<file path="src/rtl/ram_param.sv">
// ram_param: parametrised single-port RAM with registered read, valid strobe and clear sequencer.
// Define RAM_WRITE_FIRST_EN for write-first bypass on same-address write+read.
module ram_param #(
    parameter int LARGURA = 16,
    parameter int PROF = 8,
    localparam int END_W = $clog2(PROF)
) (
    input  logic               clk,
    input  logic               reset,
    input  logic [END_W-1:0]   endereco,
    input  logic [LARGURA-1:0] dados_entrada,
    input  logic               enable,
    input  logic               ler,
    input  logic               limpar,
    output logic [LARGURA-1:0] dados_saida,
    output logic               valido,
    output logic               ocupado
);
    localparam logic [0:0] LIMPANDO = 1'b0;
    localparam logic [0:0] OCIOSO = 1'b1;
    localparam logic [END_W:0] LIMITE = (END_W+1)'(PROF);
    localparam logic [END_W-1:0] ULTIMO = END_W'(PROF-1);
    logic [LARGURA-1:0] mem [PROF];
    logic [0:0] estado;
    logic [END_W-1:0] cnt;
    logic no_intervalo, escrever, leitura;
    logic [LARGURA-1:0] lido;
    always_comb begin
        no_intervalo = {1'b0, endereco} < LIMITE;
        escrever = estado == OCIOSO && !limpar && enable && no_intervalo;
        leitura = estado == OCIOSO && !limpar && ler;
`ifdef RAM_WRITE_FIRST_EN
        lido = !no_intervalo ? '0 : escrever ? dados_entrada : mem[endereco];
`else
        lido = no_intervalo ? mem[endereco] : '0;
`endif
    end
    assign ocupado = estado == LIMPANDO;
    always_ff @(posedge clk or posedge reset) begin
        if (reset) begin
            estado <= LIMPANDO;
            cnt <= '0;
            dados_saida <= '0;
            valido <= 1'b0;
        end else if (estado == LIMPANDO) begin
            valido <= 1'b0;
            cnt <= cnt == ULTIMO ? '0 : cnt + 1'b1;
            if (cnt == ULTIMO) estado <= OCIOSO;
        end else begin
            valido <= leitura;
            if (leitura) dados_saida <= lido;
            if (limpar) begin
                estado <= LIMPANDO;
                cnt <= '0;
            end
        end
    end
    // Storage has no reset; the clear sequencer zeroes it word by word.
    always_ff @(posedge clk) begin
        if (estado == LIMPANDO) mem[cnt] <= '0;
        else if (escrever) mem[endereco] <= dados_entrada;
    end
endmodule

</file>
<file path="config.mk">
export PLATFORM = sky130hd
export DESIGN_NAME = ram_param
export DESIGN_NICKNAME = d
export VERILOG_FILES = /design/src/rtl/ram_param.sv
export SDC_FILE = /design/constraint.sdc
export NUM_CORES = 1
export LEC_CHECK = 0
export ABC_AREA = 1
export ABC_CLOCK_PERIOD_IN_PS = 2050
export CAP_MARGIN = 20
export CORE_UTILIZATION = 50
export DETAILED_ROUTE_END_ITERATION = 10
export GPL_ROUTABILITY_DRIVEN = 0
export PLACE_DENSITY = 0.72
export RECOVER_POWER = 25
export REMOVE_ABC_BUFFERS = 1
export SKIP_LAST_GASP = 1
export SLEW_MARGIN = 25
export SYNTH_ARGS = -nofsm -noshare
export SYNTH_HDL_FRONTEND = slang
export SYNTH_SLANG_ARGS = --single-unit
</file>
<file path="constraint.sdc">
create_clock -name clk -period 2.05 [get_ports clk]
set_input_delay 0.41 -clock clk [delete_from_list [all_inputs] [get_ports clk]]
set_output_delay 0.41 -clock clk [all_outputs]
set_load 0.01 [all_outputs]
</file>
Figure 1. Routing congestion map (run 1).
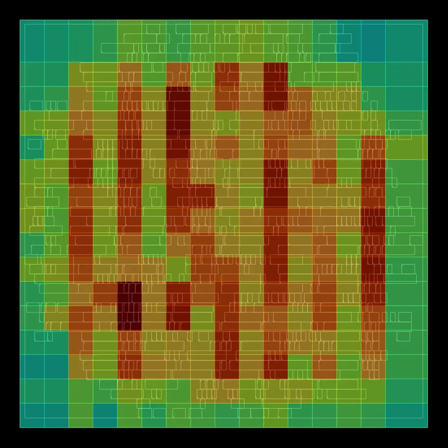
met1 routing resource usage after global routing: 30.0%
grt met2 use: 43.7%
core utilization of the finished layout: 62.3%
layer with the highest usage after global routing: met2

Figure 2. Gate-type map (run 1).
Bar = 20 um.
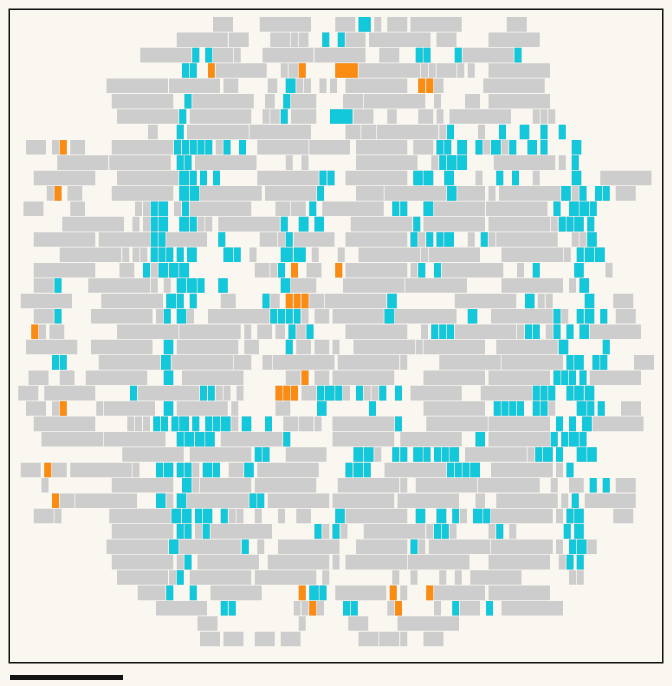
legend:
  cyan:
    family: NAND gates
    cells: 304
  orange:
    family: NOR gates
    cells: 25
non-filler instance count after layout: 906
most common logic cell in the routed design: sky130_fd_sc_hd__nand2_1
proportion of cell area occupied by multi-input gates: 18.7%

Figure 3. Clock wires, drivers and flops (run 1).
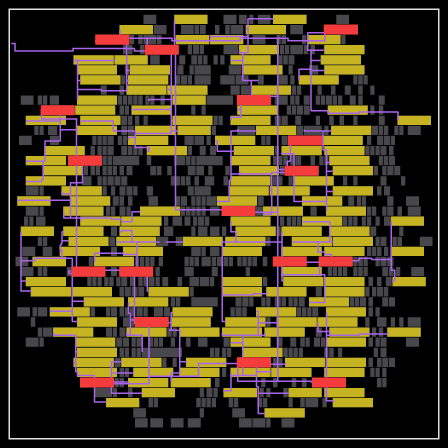
legend:
  red:
    item: cells driving clock nets
    count: 17
  yellow:
    item: flip-flops
    count: 149
  purple:
    item: clock wires
    length: 1610 um
routed clock nets: 18
flops lie: widely spread
worst clock skew: 0.00866 ns
Power Clock: 2.89 mW
clock share of power: 28.8%
clock latency on the worst-skew pair: 0.43 ns

==> git commit body, run 1 <==
Refresh implementation metrics

- Outcome: finished, final reports clean
- Post-CTS timing repair inserted 0 buffers for setup.
- Share of the core filled by cells before placement: 51.2%
* Number of maximum-capacitance constraint violations: 0
- Worst Max-Slew Pin Slew: 1.47 ns
- The most common cell in the synthesized netlist is sky130_fd_sc_hd__nand2_1.
* Leakage power figure: 3.56 nW
* Sw frac: 28.9%
* I/O pin count: 42
* Post-synthesis to final-layout area growth: 21.8%
- Min Hold Slack: 0.475 ns
- Maximum number of pins on one net before global-route repair: 36
* Kind of path behind the tightest hold check: flop to flop
* Total clock buffers created by CTS: 17
- For reference, the critical path is launched at estado$_DFF_PP0_.
- Data required time of the worst path: 1.64 ns
* Vias per cell: 5.00
* Last element of the critical path: ocupado
* Antenna cells: 0
- Number of resized instances in the post-cts repair step: 0
- Hold-check failures listed in the final report amount to 0.
- OpenROAD warnings: 25
* H-tree Lvls: 4
- Seq/total area: 55.8%
- Final WS setup: 0.101 ns
- Setup repair after global routing left no endpoint under its margin.
* Largest combinational cell category by area: simple AND/OR/NAND/NOR gates
- Number of warning messages in the yosys log: 0
- The largest total area in the synthesized netlist belongs to sky130_fd_sc_hd__edfxtp_1.
- Per the hold report, the tightest min-delay path originates at dados_saida[9]$_DFFE_PP0P_.
* Type of the worst setup path: flop to output port
- Per the synthesis report, the simple-gate share of the synthesized area is 21.4%.
* Inverter count of the layout excluding clock inverters: 123
* Amount of wire on met2 after detailed routing: 7870 um
* Layout cells sized above 1: 10.1%
- Cell-by-cell listing of the critical path: inv_2, clkdlybuf4s50_1
* Vias in the first global route: 4477
- Cell internal power dissipation: 7.13 mW
- Total detailed-routing wirelength: 15100 um
- Final instance area: 7840 sq um
* Flip-flop and latch area: 4370 sq um
- Data arrival time at the worst-slack endpoint: 1.54 ns
- For the sequential group, total power comes out at 4.74 mW.
- The final critical path takes up 95.1% of the cycle.
* Met3 Track Usage GR: 5.81%
- The smallest clock period supported by the final layout is computed as 1.95 ns.
- Top area contributor share: 59.8%
- Source of the worst register-to-register timing path: estado$_DFF_PP0_
- In the finished design the tool counted flip-flops and latches totalling 149.
- Worst R2R Setup Slack: 0.25 ns
==> inputs of run 2 (changes only) <==
Settings changed: SLEW_MARGIN 25 to default.
==> run 2 against run 1 <==
Compared with the run above:
- final cell count stayed put
- first-iteration DRC count stayed put
- setup slack stayed put
- routed wire length stayed put
- synthesized cell count stayed put
- worst hold slack stayed put
- sequential share of layout area stayed put
- power stayed put
- final area stayed put
- critical path type unchanged
==> git commit body, run 2 <==
Refresh implementation metrics

* Met1 routing resource usage after global routing: 30.0% (unchanged)
- Worst R2R Setup Slack: 0.25 ns (about the same)
- The number of antenna repair diodes came to 0 (unchanged).
* Final instance area: 7840 sq um (unchanged)
- The global routing stage identified its most utilized layer as met2.
- The share of cell area taken by flip-flops and latches was 55.8% (unchanged).
- Clock latency on the worst-skew pair: 0.43 ns (about the same)
- The flow ran to the end, and the final reports show no timing, DRC or antenna violations.
- Post-synthesis to final-layout area growth: 21.8% (unchanged)
- Data arrival time at the worst-slack endpoint: 1.54 ns (about the same)
- The launch point of the critical path was reported as estado$_DFF_PP0_.
- Amount of wire on met2 after detailed routing: 7870 um (unchanged)
* Number of warning messages in the yosys log: 0 (unchanged)
* Final WS setup: 0.101 ns (unchanged)
- Vias per cell: 5.00 (unchanged)
- Total detailed-routing wirelength: 15100 um (unchanged)
* Maximum number of pins on one net before global-route repair: 36 (unchanged)
- The number of H-tree levels came to 4 (unchanged).
- Clock share of power: 28.8% (about the same)
- The number of logged tool warnings is 25 (unchanged).
- Checking hold timing, the worst path is listed with class flop to flop.
- Tcrit/Tclk final: 95.1% (unchanged)
- The power in sequential cells is 4.74 mW (about the same).
- The number of global-route vias before repair is 4477 (unchanged).
- The top-area cell type share of the netlist area came to 59.8% (unchanged).
- Setup repair after global routing left no endpoint under its margin.
- The final-report hold violation count came to 0 (unchanged).
- The time the final worst path needs with I/O delays and setup is 1.95 ns (unchanged).
* I/O pin count: 42 (unchanged)
* Most common logic cell in the routed design: sky130_fd_sc_hd__nand2_1
- The area taken by flip-flops and latches came to 4370 sq um (unchanged).
- The fraction of the core area occupied by cells at floorplan was 51.2% (unchanged).
Figure 4. Routing congestion map (run 2).
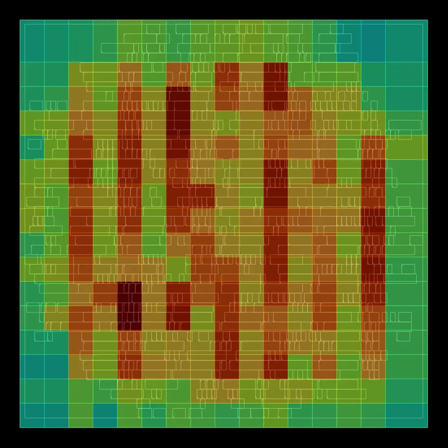
wire length per cell after detailed routing: 16.6 um
met3 Track Usage GR: 5.81%

No activity file was given, so power comes from the tool's default toggle rates.
